`config.mk`:
```
export PLATFORM = sky130hd
export DESIGN_NAME = bmp280_i2c_target
export DESIGN_NICKNAME = d
export VERILOG_FILES = /design/src/rtl/bmp280_i2c_target.sv
export SDC_FILE = /design/constraint.sdc
export NUM_CORES = 1
export LEC_CHECK = 0
export ABC_CLOCK_PERIOD_IN_PS = 3300
export CAP_MARGIN = 30
export CELL_PAD_IN_SITES_DETAIL_PLACEMENT = 0
export CELL_PAD_IN_SITES_GLOBAL_PLACEMENT = 2
export CORE_UTILIZATION = 26
export DETAILED_ROUTE_END_ITERATION = 16
export GPL_TIMING_DRIVEN = 0
export MAX_ROUTING_LAYER = met4
export PLACE_DENSITY_LB_ADDON = 0.1
export SLEW_MARGIN = 25
export SYNTH_ARGS = -nofsm -noshare
export SYNTH_HDL_FRONTEND = slang
export SYNTH_SLANG_ARGS = --single-unit
```
`constraint.sdc`:
```
create_clock -name clk -period 3.3 [get_ports clk]
set_input_delay 0.33 -clock clk [delete_from_list [all_inputs] [get_ports clk]]
set_output_delay 0.33 -clock clk [all_outputs]
set_load 0.02 [all_outputs]
```
`src/rtl/bmp280_i2c_target.sv`:
```
// BMP280-compatible I2C target: oversampled SCL/SDA, open-drain SDA via sda_oe.
// Define BMP280_TGT_STATUS_EN to expose measuring/im_update in the status register (0xF3).
module bmp280_i2c_target #(
  parameter logic [6:0] I2C_ADDR = 7'h76,
  parameter logic [7:0] CHIP_ID  = 8'h58
) (
  input  logic         clk,
  input  logic         rst,
  input  logic         scl_i,
  input  logic         sda_i,
  output logic         sda_oe,
  input  logic [19:0]  temp_raw,
  input  logic [19:0]  press_raw,
  input  logic [207:0] calib_in,
  input  logic         measuring,
  output logic [7:0]   ctrl_meas,
  output logic [7:0]   config_o,
  output logic         reg_wr,
  output logic         soft_reset
);

  typedef enum logic [3:0] {
    IDLE, ADDR, ADDR_ACK, PTR, PTR_ACK, WDATA, WDATA_ACK, RDATA, RACK, WAIT_STOP
  } state_t;

  state_t      state_q, state_d;
  logic [3:0]  bitcnt_q, bitcnt_d;
  logic [7:0]  shreg_q, shreg_d;
  logic [7:0]  ptr_q, ptr_d;
  logic        rw_q, rw_d;
  logic [7:0]  txbyte_q, txbyte_d;
  logic        sda_oe_q, sda_oe_d;
  logic [7:0]  ctrl_q, ctrl_d;
  logic [7:0]  cfg_q, cfg_d;
  logic        reg_wr_q, reg_wr_d;
  logic        srst_q, srst_d;
  logic [19:0] temp_sh_q, temp_sh_d;
  logic [19:0] press_sh_q, press_sh_d;
  logic [2:0]  im_cnt_q, im_cnt_d;

  logic scl_s1_q, scl_s2_q, scl_h_q;
  logic sda_s1_q, sda_s2_q, sda_h_q;
  logic scl_rise_s, scl_fall_s, start_s, stop_s;
  logic [7:0] byte_in_s, status_s, rd_cur_s, rd_next_s;

  // Pad synchronizers are left unreset so a reset never fabricates a START/STOP edge.
  always_ff @(posedge clk) begin
    scl_s1_q <= scl_i;
    scl_s2_q <= scl_s1_q;
    scl_h_q  <= scl_s2_q;
    sda_s1_q <= sda_i;
    sda_s2_q <= sda_s1_q;
    sda_h_q  <= sda_s2_q;
  end

  assign scl_rise_s = scl_s2_q & ~scl_h_q;
  assign scl_fall_s = ~scl_s2_q & scl_h_q;
  assign start_s    = scl_s2_q & scl_h_q & sda_h_q & ~sda_s2_q;
  assign stop_s     = scl_s2_q & scl_h_q & ~sda_h_q & sda_s2_q;
  assign byte_in_s  = {shreg_q[6:0], sda_s2_q};

`ifdef BMP280_TGT_STATUS_EN
  assign status_s = {4'b0000, measuring, 2'b00, (im_cnt_q != 3'd0)};
`else
  logic unused_measuring_s;
  assign unused_measuring_s = measuring;
  assign status_s = 8'h00;
`endif

  function automatic logic [7:0] rd_byte(input logic [7:0] a);
    logic [4:0] idx;
    idx = a[4:0] - 5'h08;
    if (a >= 8'h88 && a <= 8'hA1) begin
      rd_byte = calib_in[{idx, 3'b000} +: 8];
    end else begin
      case (a)
        8'hD0:   rd_byte = CHIP_ID;
        8'hF3:   rd_byte = status_s;
        8'hF4:   rd_byte = ctrl_q;
        8'hF5:   rd_byte = cfg_q;
        8'hF7:   rd_byte = press_sh_q[19:12];
        8'hF8:   rd_byte = press_sh_q[11:4];
        8'hF9:   rd_byte = {press_sh_q[3:0], 4'h0};
        8'hFA:   rd_byte = temp_sh_q[19:12];
        8'hFB:   rd_byte = temp_sh_q[11:4];
        8'hFC:   rd_byte = {temp_sh_q[3:0], 4'h0};
        default: rd_byte = 8'h00;
      endcase
    end
  endfunction

  assign rd_cur_s  = rd_byte(ptr_q);
  assign rd_next_s = rd_byte(ptr_q + 8'd1);

  // Bus protocol FSM, register-write effects and read data path.
  always_comb begin
    state_d    = state_q;
    bitcnt_d   = bitcnt_q;
    shreg_d    = shreg_q;
    ptr_d      = ptr_q;
    rw_d       = rw_q;
    txbyte_d   = txbyte_q;
    sda_oe_d   = sda_oe_q;
    ctrl_d     = ctrl_q;
    cfg_d      = cfg_q;
    reg_wr_d   = 1'b0;
    srst_d     = 1'b0;
    temp_sh_d  = temp_sh_q;
    press_sh_d = press_sh_q;
    im_cnt_d   = im_cnt_q;
    if (scl_rise_s && im_cnt_q != 3'd0) begin
      im_cnt_d = im_cnt_q - 3'd1;
    end else begin
      im_cnt_d = im_cnt_q;
    end
    if (stop_s) begin
      state_d  = IDLE;
      sda_oe_d = 1'b0;
    end else if (start_s) begin
      state_d  = ADDR;
      bitcnt_d = 4'd0;
      sda_oe_d = 1'b0;
    end else begin
      case (state_q)
        ADDR, PTR, WDATA: begin
          if (scl_rise_s) begin
            shreg_d  = byte_in_s;
            bitcnt_d = bitcnt_q + 4'd1;
            if (state_q == WDATA && bitcnt_q == 4'd7) begin
              if (ptr_q == 8'hF4) begin
                ctrl_d   = byte_in_s;
                reg_wr_d = 1'b1;
                if (byte_in_s[1:0] != 2'b00) im_cnt_d = 3'd4;
                else im_cnt_d = im_cnt_q;
              end else if (ptr_q == 8'hF5) begin
                cfg_d    = byte_in_s;
                reg_wr_d = 1'b1;
              end else if (ptr_q == 8'hE0 && byte_in_s == 8'hB6) begin
                srst_d = 1'b1;
                ctrl_d = 8'h00;
                cfg_d  = 8'h00;
              end else begin
                reg_wr_d = 1'b0;
              end
            end
          end else if (scl_fall_s && bitcnt_q == 4'd8) begin
            sda_oe_d = 1'b1;
            if (state_q == ADDR) begin
              if (shreg_q[7:1] == I2C_ADDR) begin
                rw_d    = shreg_q[0];
                state_d = ADDR_ACK;
              end else begin
                sda_oe_d = 1'b0;
                state_d  = WAIT_STOP;
              end
            end else if (state_q == PTR) begin
              ptr_d   = shreg_q;
              state_d = PTR_ACK;
            end else begin
              state_d = WDATA_ACK;
            end
          end else begin
            state_d = state_q;
          end
        end
        ADDR_ACK: begin
          // Sample the raw values once per read so a burst returns a coherent set.
          if (scl_rise_s && rw_q) begin
            temp_sh_d  = temp_raw;
            press_sh_d = press_raw;
          end else if (scl_fall_s) begin
            bitcnt_d = 4'd0;
            if (rw_q) begin
              txbyte_d = rd_cur_s;
              sda_oe_d = ~rd_cur_s[7];
              state_d  = RDATA;
            end else begin
              sda_oe_d = 1'b0;
              state_d  = PTR;
            end
          end else begin
            state_d = state_q;
          end
        end
        PTR_ACK, WDATA_ACK: begin
          if (scl_fall_s) begin
            sda_oe_d = 1'b0;
            bitcnt_d = 4'd0;
            state_d  = WDATA;
            if (state_q == WDATA_ACK) ptr_d = ptr_q + 8'd1;
            else ptr_d = ptr_q;
          end else begin
            state_d = state_q;
          end
        end
        RDATA: begin
          if (scl_rise_s) begin
            bitcnt_d = bitcnt_q + 4'd1;
          end else if (scl_fall_s) begin
            if (bitcnt_q == 4'd8) begin
              sda_oe_d = 1'b0;
              state_d  = RACK;
            end else begin
              txbyte_d = {txbyte_q[6:0], 1'b0};
              sda_oe_d = ~txbyte_q[6];
            end
          end else begin
            state_d = state_q;
          end
        end
        RACK: begin
          if (scl_rise_s) begin
            if (!sda_s2_q) begin
              ptr_d    = ptr_q + 8'd1;
              txbyte_d = rd_next_s;
              bitcnt_d = 4'd0;
            end else begin
              state_d = WAIT_STOP;
            end
          end else if (scl_fall_s) begin
            sda_oe_d = ~txbyte_q[7];
            state_d  = RDATA;
          end else begin
            state_d = state_q;
          end
        end
        IDLE, WAIT_STOP: state_d = state_q;
        default:         state_d = IDLE;
      endcase
    end
  end

  // State and output registers.
  always_ff @(posedge clk) begin
    if (rst) begin
      state_q    <= IDLE;
      bitcnt_q   <= 4'd0;
      shreg_q    <= 8'h00;
      ptr_q      <= 8'h00;
      rw_q       <= 1'b0;
      txbyte_q   <= 8'h00;
      sda_oe_q   <= 1'b0;
      ctrl_q     <= 8'h00;
      cfg_q      <= 8'h00;
      reg_wr_q   <= 1'b0;
      srst_q     <= 1'b0;
      temp_sh_q  <= 20'h00000;
      press_sh_q <= 20'h00000;
      im_cnt_q   <= 3'd0;
    end else begin
      state_q    <= state_d;
      bitcnt_q   <= bitcnt_d;
      shreg_q    <= shreg_d;
      ptr_q      <= ptr_d;
      rw_q       <= rw_d;
      txbyte_q   <= txbyte_d;
      sda_oe_q   <= sda_oe_d;
      ctrl_q     <= ctrl_d;
      cfg_q      <= cfg_d;
      reg_wr_q   <= reg_wr_d;
      srst_q     <= srst_d;
      temp_sh_q  <= temp_sh_d;
      press_sh_q <= press_sh_d;
      im_cnt_q   <= im_cnt_d;
    end
  end

  assign sda_oe     = sda_oe_q;
  assign ctrl_meas  = ctrl_q;
  assign config_o   = cfg_q;
  assign reg_wr     = reg_wr_q;
  assign soft_reset = srst_q;

endmodule

```
Fig. 1: run 1, clock wiring as the flow saved it
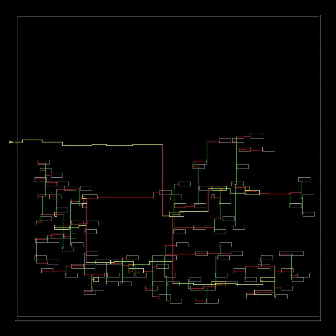
Clock Skew: 0.01219 ns
Sink Count: 98
CLK BUF: 10

Fig. 2: run 1, M2 wires
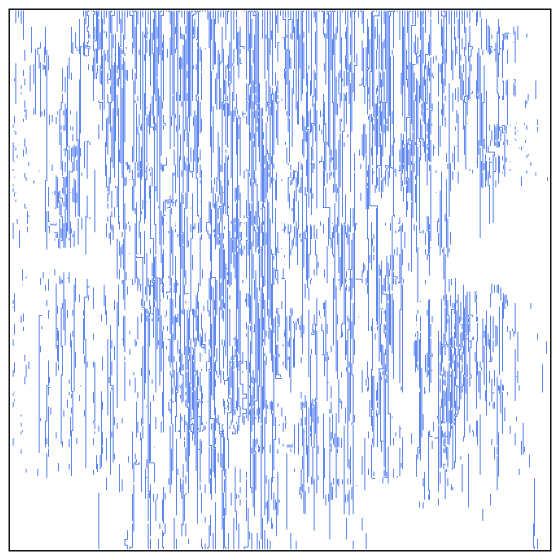
share of all routed wire: 47%
main direction: vertical
nets with wire on the layer: 1,396

Fig. 3: run 1, signal wires on met1
The bar under the picture is 50 um long.
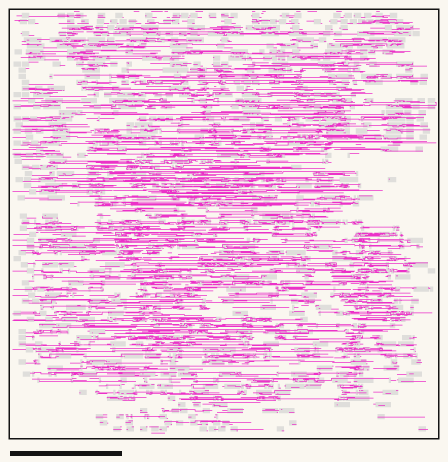
wire length on this layer: 21.0 mm
main direction: horizontal
nets with wire on the layer: 1,462
share of all routed wire: 45%

Fig. 4: run 1, the metal 3 layer
The bar under the picture is 50 um long.
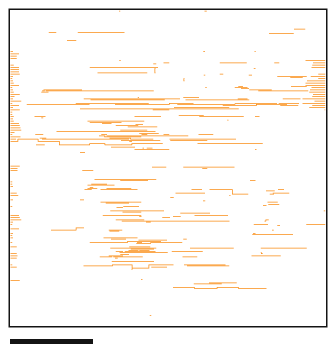
nets with wire on the layer: 220
share of all routed wire: 6.8%
longest straight run: 95.9 um
final wirelength: 47,070 um
GRT met3 Usage: 4.039%
via count: 10,360

==> deck_impl_summary.md, run 1 <==
Implementation Results

GRT
  – Busiest grt layer: met2
  – First-pass GRT wire length: 67,680 um
  – Grt met1 use: 36.08%
  – Vias in the first global route: 10,220
  – Largest net degree at the start of global routing: 20
  – Initial antenna violation count: 0
  – Met2 Track Usage GR: 40.48%
  – Gr usage total: 26.18%

Power
  – Part of the power in the clock network: approximately 22%
  – Combinational power: 2.52 mW
  – Comb pwr share: 51.6%
  – Seq pwr share: a little over a quarter
  – Psw: 1.772 mW
  – Sw Ratio: 36.27%
  – P_int: a little over 3 mW
  – Static Leak: 4.306 nW
  – Tot Pwr: between 4 and 5 mW
  – Peak VDD IR: 0.0002359 V

Placed design
  – Placed Cells: 1,788
  – Post-DP Area: roughly 13,000 sq um
  – Final Wtd Congestion: 0.8619
  – Hpwl dp: 37,610 um
  – Port buffer count: 270

Final layout
  – Nets@finish: between 1,500 and 2,000
  – Dominant class by area: combinational gates
  – Nonclk inv count: 21
  – Biggest regs: press_sh_q: 20 flops, temp_sh_q: 20 flops
  – Layout Cells excl Fill: roughly 1,800
  – Non-clk bufs: 388
  – Fillcell total: around 3,700
  – P&R area growth vs syn: 43.07%
  – Design area: 13,360 sq um
  – Most frequent logic cell in the layout: clkdlybuf4s50_1
  – Proportion of layout cells with a drive suffix above 1: 17.62%
  – Comb area: a little under 7000 sq um
  – Reg area: 1967 sq um
  – Flop count: 98
  – Most instantiated logic cells after routing: clkdlybuf4s50_1, nand2_1, dfxtp_1
  – Logic share of the area: 51.66%
  – Fraction of area in registers: 14.72%

Critical path
  – CP top delay family: buffers and inverters
  – Crit path from: ptr_q[1]
  – Crit path depth: 9
  – Worst Setup Start Kind: flop
  – CP arrival: 3.53 ns
  – Worst Path Buf+Inv: 1
  – CP max-delay cell: buf_1
  – Cell breakdown of the critical path: ha_1, xor2_1, buf_1, nand2_1, nand3_1, o21ai_0, o22ai_2, a22oi_2, a221oi_1
  – Crit. End Element: flop
  – Crit Reg-Reg Endpoint: txbyte_q[5]
  – Critical Path Max Stage Delay: between 0.7 and 0.8 ns
  – Register-to-Register Path Depth: 9
  – Worst setup path category: flop to flop
  – Worst reg2reg path startpoint: ptr_q[1]
  – Worst EP required: 3.57 ns
  – Reg2reg setup slack: about 0.034 ns
  – Critical path capture point: txbyte_q[5]

Logic synthesis
  – Synth Instances: 1,056
  – Yosys top cell by area: mux4_2
  – Seq cells post-synth: 98
  – Basic Gates by Area: ~20%
  – Post-Synth AOI/OAI Area: between 20% and 30%
  – Avg Cell Area, Syn: between 8 and 9 sq um
  – FA/HA/MAJ Cells, Area Fraction: 1.715%
  – Asr flop ratio synth: 0%
  – Commonest cells in the netlist: nand2_1, dfxtp_1, mux4_2
  – Yosys top cell area share: 22.19%
  – Yosys chip area: 9336 sq um
  – Top cell type by instance count after synthesis: nand2_1
  – Mapped Area: a little over 9000 sq um
  – Xor/xnor share: 1.193%
  – Register area share after synthesis: approximately a fifth
  – Syn nets: between 1,000 and 1,500
  – Synth warn: 0
  – Cell Type Count: between 80 and 90

Floorplanning
  – DIE AREA: 36,670 sq um
  – I/O pin cnt: 272
  – DIE HEIGHT: 191.5 um
  – Area of the core: between 30,000 and 40,000 sq um
  – FP Core Util: 26.31%
  – Number of tapcells: 461

Detailed routing
  – Final ANT Viol Nets: 0
  – Met2 wire len: 22,030 um
  – Max layer used: met4
  – Remaining DRCs: 0
  – Iteration-0 DRC Markers: 920
  – Met3 wire len: 3193 um
  – M1 wire length: 21,040 um

STA
  – Worst rel slew slack: 36.14%
  – Final worst slack: 0.03381 ns
  – Max-slew violations: 0
  – Hold WS: 0.3285 ns
  – RSZ-0062 raised after global routing: yes
  – Worst slew pin tran: 0.9579 ns
  – Final setup fails: 0
  – Final min period: 3.266 ns
  – Fin crit share: 98.98%

Clocking
  – Skew-Pair Late Insertion Delay: 0.37 ns
  – Root Driver: clkbuf_16
  – Post-CTS Setup Inserts: 13
  – Total CTS buffers: 9
  – CTS Hold Bufs: 0
  – Clock Pin Slew Worst Setup and Hold Paths: ~0.070 ns
  – CTS tree: done

Flow run
  – Max-cap violations: 0

Status
  – Status: completed

Hold path
  – Worst min path class: flop to flop
  – Hold_sp: scl_s1_q
  – Min-Delay Endpoint: scl_s2_q
Fig. 5: run 1, metal 4
The bar under the picture is 50 um long.
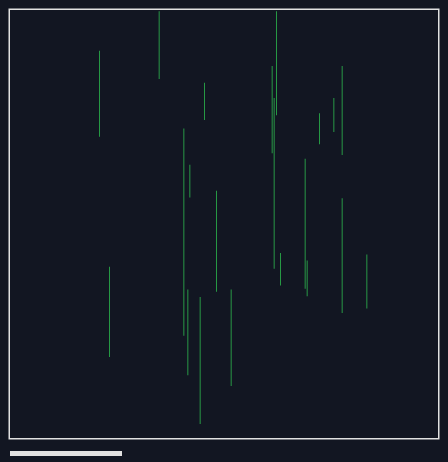

--- run 2 (diff from run 1) ---
- ABC_CLOCK_PERIOD_IN_PS: 3300 -> not set
- SLEW_MARGIN: 25 -> not set
Fig. 6: run 2, metal 4
The bar under the picture is 50 um long.
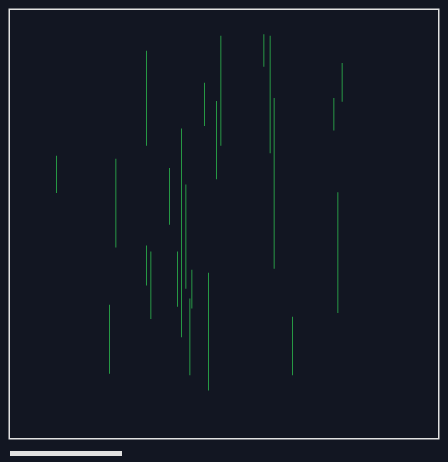
wire length on this layer: 825 um
main direction: vertical
nets with wire on the layer: 22
longest straight run: 93.2 um
share of all routed wire: 1.8%

==> deck_impl_summary.md, run 2 <==
Implementation Results

Critical path
  – Register-to-Register Path Depth: 15
  – Cell breakdown of the critical path: buf_12, buf_16, buf_12, buf_12, clkinvlp_4, ha_4, buf_12, buf_12, buf_12, buf_12, mux4_2, mux2i_1, o22ai_1, o21ai_1, a311oi_1
  – Crit path depth: 15
  – Worst setup path category: flop to flop
  – Crit. End Element: flop
  – CP top delay family: buffers and inverters
  – Critical path capture point: txbyte_q[6]
  – Worst Setup Start Kind: flop
  – Worst reg2reg path startpoint: ptr_q[0]
  – Critical Path Max Stage Delay: 0.49 ns
  – CP max-delay cell: mux4_2
  – Crit Reg-Reg Endpoint: txbyte_q[6]
  – Reg2reg setup slack: 0.09 ns
  – Worst Path Buf+Inv: 9
  – Crit path from: ptr_q[0]
  – CP arrival: 3.43 ns
  – Worst EP required: 3.52 ns

Detailed routing
  – Via count: slightly above 10,000
  – Met3 wire len: 3145 um
  – Vias per inst: 5.681
  – Iteration-0 DRC Markers: ~960
  – DRT Pass-1 Iters: 5
  – M1 wire length: 21,200 um
  – Remaining DRCs: 0
  – Final ANT Viol Nets: 0
  – Met2 wire len: 21,890 um
  – Max layer used: met4
  – Final wirelength: between 40,000 and 50,000 um

Clocking
  – CTS tree: done
  – Maximum clock path buffer count: 2
  – CTS Hold Bufs: 0
  – Root Driver: clkbuf_16
  – H-tree level count: 3
  – Total CTS buffers: 9
  – Skew-Pair Late Insertion Delay: 0.36 ns
  – Sink Count: 98
  – Post-CTS Setup Inserts: 14
  – Clock Pin Slew Worst Setup and Hold Paths: roughly 0.070 ns

Final layout
  – Nets@finish: 1,624
  – Flop count: slightly below 100
  – CLK BUF: 10
  – MI comb cells: 839
  – Logic share of the area: 51.28%
  – Fillcell total: 3,672
  – Reg area: 1967 sq um
  – Non-clk bufs: approximately 390
  – P&R area growth vs syn: 43.18%
  – Final clock-cell share: 2.331%
  – Layout Cells excl Fill: 1,825
  – Nonclk inv count: 21
  – Most frequent logic cell in the layout: clkdlybuf4s50_1
  – Dominant class by area: combinational gates
  – Fraction of area in registers: between 10 and 15%
  – Most instantiated logic cells after routing: clkdlybuf4s50_1, nand2_1, dfxtp_1
  – Proportion of layout cells with a drive suffix above 1: 17.30%
  – Biggest regs: press_sh_q: 20 flops, temp_sh_q: 20 flops
  – Comb area: 6855 sq um
  – Design area: 13,370 sq um

Placed design
  – Final Wtd Congestion: 0.8619
  – Post-DP Area: 12,630 sq um
  – Port buffer count: between 200 and 300
  – Hpwl dp: 37,580 um
  – Placed Cells: 1,788

Logic synthesis
  – Cell Type Count: 84
  – Synth warn: 0
  – Yosys stat cell total: 1,056
  – Avg Cell Area, Syn: 8.841 sq um
  – Asr flop ratio synth: 0%
  – Yosys top cell area share: 22.19%
  – Mapped Area: 9336 sq um
  – Xor/xnor share: 1.193%
  – Top cell type by instance count after synthesis: nand2_1
  – FA/HA/MAJ Cells, Area Fraction: 1.715%
  – Yosys top cell by area: mux4_2
  – Yosys chip area: between 9000 and 10,000 sq um
  – Syn nets: between 1,000 and 1,500
  – Register area share after synthesis: 21.01%
  – Number of enable flip-flop cells: 0
  – Commonest cells in the netlist: nand2_1, dfxtp_1, mux4_2
  – Post-Synth AOI/OAI Area: 20.89%
  – Basic Gates by Area: between 15 and 20%
  – Synth Instances: ~1,100
  – Seq cells post-synth: 98

Power
  – Psw: between 1.5 and 2 mW
  – Tot Pwr: ~4.9 mW
  – Seq pwr share: 25.8%
  – Part of the power in the clock network: 23.0%
  – Comb pwr share: 51.1%
  – Static Leak: around 4.3 nW
  – P_int: 3.150 mW
  – Sw Ratio: ~36%
  – Peak VDD IR: 0.0002359 V
  – Combinational power: 2.52 mW

Floorplanning
  – DIE HEIGHT: roughly 190 um
  – Die width: 191.5 um
  – Area of the core: roughly 35,000 sq um
  – DIE AREA: 36,670 sq um
  – Number of tapcells: 461
  – FP Core Util: 26.31%
  – I/O pin cnt: 272

STA
  – Clock Skew: ~0.011 ns
  – Final setup fails: 0
  – Final min period: 3.212 ns
  – Worst rel slew slack: 36.08%
  – Fin crit share: just under 100%
  – Final worst slack: 0.08811 ns
  – Hold WS: 0.3300 ns
  – RSZ-0062 raised after global routing: no
  – Worst slew pin tran: approximately 0.95 ns
  – Max-slew violations: 0

GRT
  – Met2 Track Usage GR: 39.77%
  – Vias in the first global route: 10,230
  – Initial antenna violation count: 0
  – First-pass GRT wire length: slightly below 70,000 um
  – Grt met1 use: 35.70%
  – GRT met3 Usage: between 4 and 5%
  – Gr usage total: a little over a quarter
  – Largest net degree at the start of global routing: 19
  – Busiest grt layer: met2

Hold path
  – Hold_sp: scl_s1_q
  – Min-Delay Endpoint: scl_s2_q
  – Worst min path class: flop to flop

Flow run
  – Max-cap violations: 0
  – Tool warnings: 35

Status
  – Status: completed
Fig. 7: run 2, the metal 3 layer
The bar under the picture is 50 um long.
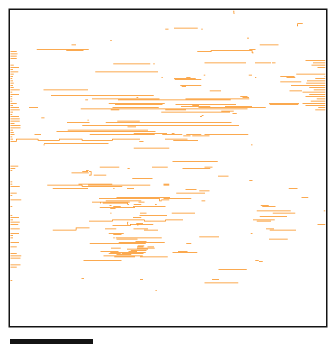

--- run 3 (diff from run 2) ---
- CORE_MARGIN: not set -> 2
Fig. 8: run 3, the metal 3 layer
The bar under the picture is 50 um long.
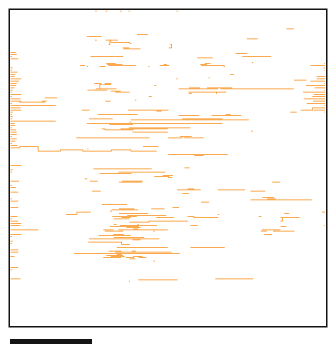
final wirelength: 47,870 um
via count: 10,300
GRT met3 Usage: 3.713%

==> deck_impl_summary.md, run 3 <==
Implementation Results

Status
  – Status: completed

Final layout
  – Flop count: 98
  – Reg area: 1967 sq um
  – Proportion of layout cells with a drive suffix above 1: 16.95%
  – Dominant class by area: combinational gates
  – Logic share of the area: between 50% and 60%
  – Nonclk inv count: 21
  – Biggest regs: press_sh_q: 20 flops, temp_sh_q: 20 flops
  – Nets@finish: approximately 1,600
  – Comb area: 6859 sq um
  – Design area: 13,250 sq um
  – Post-layout util: 37.35%
  – MI comb cells: 839
  – CLK BUF: 9
  – Layout Cells excl Fill: roughly 1,800
  – Most instantiated logic cells after routing: clkdlybuf4s50_1, nand2_1, dfxtp_1
  – Most frequent logic cell in the layout: clkdlybuf4s50_1
  – Final clock-cell share: between 2 and 2.5%
  – P&R area growth vs syn: 41.95%
  – Fillcell total: 3,706
  – Non-clk bufs: between 300 and 400
  – Fraction of area in registers: 14.84%

Hold path
  – Hold_sp: sda_s1_q
  – Min-Delay Endpoint: sda_s2_q
  – Worst min path class: flop to flop
  – Hold path cells: 0

Clocking
  – CTS tree: done
  – H-tree level count: 3
  – Clock Pin Slew Worst Setup and Hold Paths: 0.08 ns
  – Skew-Pair Late Insertion Delay: between 0.3 and 0.4 ns
  – CTS Hold Bufs: 0
  – Maximum clock path buffer count: 2
  – Root Driver: clkbuf_16
  – Total CTS buffers: 9
  – Post-CTS Setup Inserts: 14
  – Sink Count: between 90 and 100

Logic synthesis
  – Yosys chip area: 9336 sq um
  – Synth Instances: between 1,000 and 1,500
  – Yosys stat cell total: 1,056
  – Syn nets: roughly 1,300
  – Cell Type Count: 84
  – Post-Synth AOI/OAI Area: 20.89%
  – Yosys top cell area share: about 22%
  – Avg Cell Area, Syn: 8.841 sq um
  – FA/HA/MAJ Cells, Area Fraction: 1.715%
  – Mapped Area: 9336 sq um
  – Synth warn: 0
  – Xor/xnor share: under 10%
  – Basic Gates by Area: about a fifth
  – Register area share after synthesis: 21.01%
  – Commonest cells in the netlist: nand2_1, dfxtp_1, mux4_2
  – Number of enable flip-flop cells: 0
  – Asr flop ratio synth: 0%
  – Seq cells post-synth: 98
  – Top cell type by instance count after synthesis: nand2_1

Detailed routing
  – Iteration-0 DRC Markers: 867
  – Vias per inst: 5.655
  – Met3 wire len: about 2400 um
  – Met2 wire len: 22,650 um
  – Remaining DRCs: 0
  – M1 wire length: 22,040 um
  – Max layer used: met4
  – Final ANT Viol Nets: 0
  – DRT Pass-1 Iters: 6

Floorplanning
  – DIE AREA: 37,440 sq um
  – I/O pin cnt: 272
  – FP Core Util: 26.31%
  – Rows: 69
  – Number of tapcells: 461
  – DIE HEIGHT: between 150 and 200 um
  – Area of the core: approximately 35,000 sq um

STA
  – Worst slew pin tran: 0.9776 ns
  – Fin crit share: 96.24%
  – Max-slew violations: 0
  – Final setup fails: 0
  – Worst rel slew slack: 34.36%
  – Final setup TNS: 0 ns
  – Final min period: about 3.2 ns
  – Hold WS: 0.3432 ns
  – Clock Skew: 0.01185 ns
  – Final worst slack: approximately 0.12 ns

Placed design
  – Post-DP Area: between 10,000 and 15,000 sq um
  – Placed Cells: 1,788
  – Port buffer count: 270
  – Worst slack, placed: -1.347 ns
  – Final Wtd Congestion: 0.8890
  – Hpwl dp: 38,030 um

Power
  – P_int: around 3.0 mW
  – Psw: around 1.8 mW
  – Tot Pwr: between 4 and 5 mW
  – Static Leak: ~4.3 nW
  – Seq pwr share: 26.3%
  – Comb pwr share: around half
  – Combinational power: around 2.5 mW
  – Sw Ratio: 37.79%
  – Peak VDD IR: 0.0002229 V
  – Part of the power in the clock network: 22.7%

GRT
  – Largest net degree at the start of global routing: 20
  – Grt met1 use: 34.81%
  – First-pass GRT wire length: between 60,000 and 70,000 um
  – Met2 Track Usage GR: 40.15%
  – Vias in the first global route: 10,310
  – Initial antenna violation count: 3
  – Gr usage total: 25.54%

Critical path
  – Critical path capture point: txbyte_q[3]
  – Worst Setup Start Kind: flop
  – Register-to-Register Path Depth: 12
  – Worst Path Buf+Inv: 4
  – Crit Reg-Reg Endpoint: txbyte_q[3]
  – Reg2reg setup slack: ~0.12 ns
  – Worst setup path category: flop to flop
  – Crit. End Element: flop
  – Crit path depth: 12
  – CP top delay family: AND-OR/OR-AND gates
  – Critical Path Max Stage Delay: 0.52 ns
  – CP max-delay cell: mux4_2
  – Cell breakdown of the critical path: clkbuf_4, clkinvlp_4, ha_4, buf_12, buf_12, mux4_2, nand2_2, a21oi_4, a31oi_1, a21oi_1, o31ai_2, a311oi_1
  – Worst EP required: 3.53 ns
  – CP arrival: 3.41 ns
  – Crit path from: ptr_q[1]

Flow run
  – Max-cap violations: 0
Power figures rest on the tool's default switching activity, not on a simulated workload.
